**Wiring heat map**

The bar under the picture is 20 um long. 12 x 12 tiles, from dark blue (low) to red (high), scaled to the fullest tile. Values are wire area over tile area, all layers added.
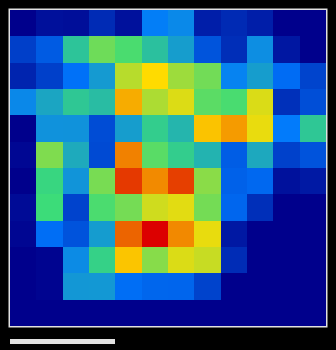
**Pin placement**

The bar under the picture is 20 um long. Pins as bars across the die edge, other pins in gray.
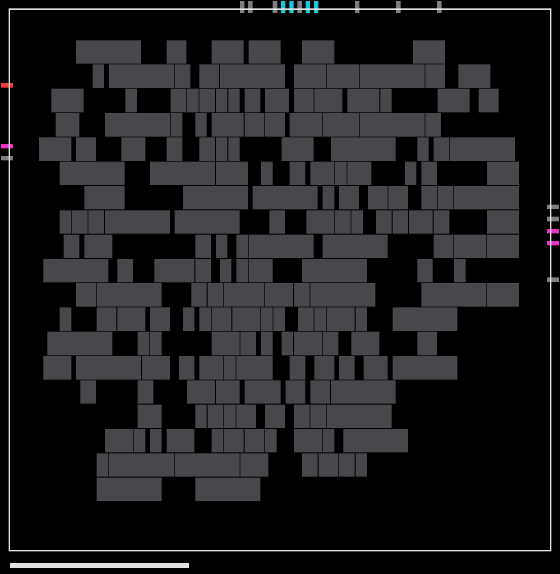
===== src/rtl/namco_cpu_ctrl_latch_n.sv =====
// CPU control latch bank for Namco multi-CPU boards: per-CPU IRQ latches fed by VBLK,
// per-CPU NMI latches fed by a periodic timer, and a shared sub-CPU hold-reset.
module namco_cpu_ctrl_latch_n #(
  parameter int              NCPU        = 3,
  parameter int              ADW         = 4,
  parameter int              TIMER_DIV   = 16,
  parameter int              TIMER_FLOW  = 12500,
  parameter int              TIMER_PULSE = 200,
  parameter bit              IRQ_EDGE    = 1'b0,
  parameter logic [NCPU-1:0] NMI_POL     = '0
) (
  input  logic            CL,
  input  logic            RESET,
  input  logic [ADW-1:0]  AD,
  input  logic            WR,
  input  logic            DI,
  input  logic            VBLK,
  output logic [NCPU-1:0] RSTS,
  output logic [NCPU-1:0] IRQS,
  output logic [NCPU-1:0] NMIS,
  output logic            TICK
);

  localparam int PW = (TIMER_DIV > 1) ? $clog2(TIMER_DIV) : 1;
  localparam int CW = $clog2(TIMER_FLOW + 1);
  localparam logic [PW-1:0] PRE_LAST = PW'(TIMER_DIV - 1);
  localparam logic [CW-1:0] CNT_LAST = CW'(TIMER_FLOW);
  localparam logic [CW-1:0] H_START  = CW'(TIMER_FLOW - TIMER_PULSE);

  logic [NCPU-1:0] irqen_q, irqen_d;
  logic [NCPU-1:0] irqlc_q, irqlc_d;
  logic [NCPU-1:0] nmien_q, nmien_d;
  logic [NCPU-1:0] nmilc_q, nmilc_d;
  logic            subrst_q, subrst_d;
  logic            pvblk_q;
  logic            ph_q;
  logic            tick_q, tick_d;
  logic [PW-1:0]   pre_q, pre_d;
  logic [CW-1:0]   cnt_q, cnt_d;

  logic            tick_en;
  logic            h_win;
  logic            irq_set;
  logic            nmi_new;

  always_comb begin
    irqen_d  = irqen_q;
    irqlc_d  = irqlc_q;
    nmien_d  = nmien_q;
    nmilc_d  = nmilc_q;
    subrst_d = subrst_q;
    nmi_new  = 1'b0;

    for (int i = 0; i < NCPU; i++) begin
      if (WR && (AD == ADW'(i))) begin
        irqen_d[i] = DI;
        if (!DI) irqlc_d[i] = 1'b0;
      end
      if (WR && (AD == ADW'(NCPU + i))) begin
        nmi_new    = DI ^ NMI_POL[i];
        nmien_d[i] = nmi_new;
        if (!nmi_new) nmilc_d[i] = 1'b0;
      end
    end
    if (WR && (AD == ADW'(2 * NCPU))) subrst_d = ~DI;

    // Set sources are applied after the clearing writes so a collision leaves the latch set.
    irq_set = IRQ_EDGE ? (VBLK & ~pvblk_q) : VBLK;
    if (irq_set) irqlc_d = '1;
    if (tick_q)  nmilc_d = '1;
  end

  always_comb begin
    tick_en = (pre_q == PRE_LAST);
    pre_d   = tick_en ? '0 : pre_q + 1'b1;
    cnt_d   = cnt_q;
    if (tick_en) cnt_d = (cnt_q == CNT_LAST) ? '0 : cnt_q + 1'b1;
    h_win   = (cnt_q >= H_START);
    tick_d  = h_win & ~ph_q;
  end

  always_ff @(posedge CL) begin
    if (RESET) begin
      irqen_q  <= '0;
      irqlc_q  <= '0;
      nmien_q  <= '0;
      nmilc_q  <= '0;
      subrst_q <= 1'b1;
      pvblk_q  <= 1'b0;
      ph_q     <= 1'b0;
      tick_q   <= 1'b0;
      pre_q    <= '0;
      cnt_q    <= '0;
    end else begin
      irqen_q  <= irqen_d;
      irqlc_q  <= irqlc_d;
      nmien_q  <= nmien_d;
      nmilc_q  <= nmilc_d;
      subrst_q <= subrst_d;
      pvblk_q  <= VBLK;
      ph_q     <= h_win;
      tick_q   <= tick_d;
      pre_q    <= pre_d;
      cnt_q    <= cnt_d;
    end
  end

  assign RSTS = {{(NCPU-1){subrst_q}}, RESET};
  assign IRQS = irqen_q & irqlc_q;
  assign NMIS = nmien_q & nmilc_q;
  assign TICK = tick_q;

endmodule


===== config.mk =====
export PLATFORM = sky130hd
export DESIGN_NAME = namco_cpu_ctrl_latch_n
export DESIGN_NICKNAME = d
export VERILOG_FILES = /design/src/rtl/namco_cpu_ctrl_latch_n.sv
export SDC_FILE = /design/constraint.sdc
export NUM_CORES = 1
export LEC_CHECK = 0
export CAP_MARGIN = 20
export CORE_MARGIN = 3
export CORE_UTILIZATION = 50
export CTS_CLUSTER_SIZE = 30
export DETAILED_ROUTE_END_ITERATION = 10
export PLACE_DENSITY = 0.77
export SYNTH_ARGS = -nofsm -noshare
export SYNTH_HDL_FRONTEND = slang
export SYNTH_SLANG_ARGS = --single-unit

===== constraint.sdc =====
create_clock -name CL -period 2.4 [get_ports CL]
set_input_delay 0.36 -clock CL [delete_from_list [all_inputs] [get_ports CL]]
set_output_delay 0.36 -clock CL [all_outputs]
set_load 0.005 [all_outputs]

==> results.sh <==
# implementation run metrics
export IMPL_enable_flop_cells=0
export IMPL_finalHoldViolCount=0
export IMPL_synth_flops=33
export IMPL_yosysWarnings=0
export IMPL_critPathBufInv=0
export IMPL_power_internal_w=0.000696
export IMPL_path_cells="or4_4 -> or4_4 -> o21ai_2 -> nor2_1"
export IMPL_ys_chip_area_mm2=0.00148
export IMPL_timing_setup_tns_ns=0
export IMPL_placed_cell_area_mm2=0.00167
export IMPL_sh_comb_area=0.426
export IMPL_synth_adder_area_share=0.0253
export IMPL_synth_cellmix_simpleShare=0.284
export IMPL_status="complete, no violations"
export IMPL_clkSinkCount=33
export IMPL_drive_gt1_frac=0.0718
export IMPL_gr_usage_met2=0.270
export IMPL_cts_tree="done"
export IMPL_fmaxAchievable_mhz=473
export IMPL_post_route_util=0.619
export IMPL_xor_area_frac=0.0650
export IMPL_final_clk_cell_share=0.0298
export IMPL_powerDensity_mw_per_mm2=529
export IMPL_grt_max_degree=20
export IMPL_common_cells="33 x dfxtp_1, 20 x nor2_1, 16 x a21oi_1"
export IMPL_irDropWorstVdd_mv=0.451
export IMPL_met1Wirelength_um=1330
export IMPL_top_power_group="sequential cells"
export IMPL_pre_cts_ws_ns=0.311
export IMPL_yosys_most_used_dff="dfxtp_1"
export IMPL_slowest_delay_ns=0.55
export IMPL_crit_start="cnt_q[5]$_SDFFE_PP0P_"
Back to the opening pictures, 'wiring heat map':
The mean over all tiles is 0.12. The emptiest ninth of the die: lower right. The fullest tile reaches 0.43.

Back to the opening pictures, 'pin placement':
Key: red = `CL` [pins 1, direction input, edge left]; magenta = `RSTS` [pins 3, direction output, edge 2 right, 1 left]; cyan = `AD` [pins 4, direction input, edge top]
All pins by edge: 11 top, 5 right, 3 left.

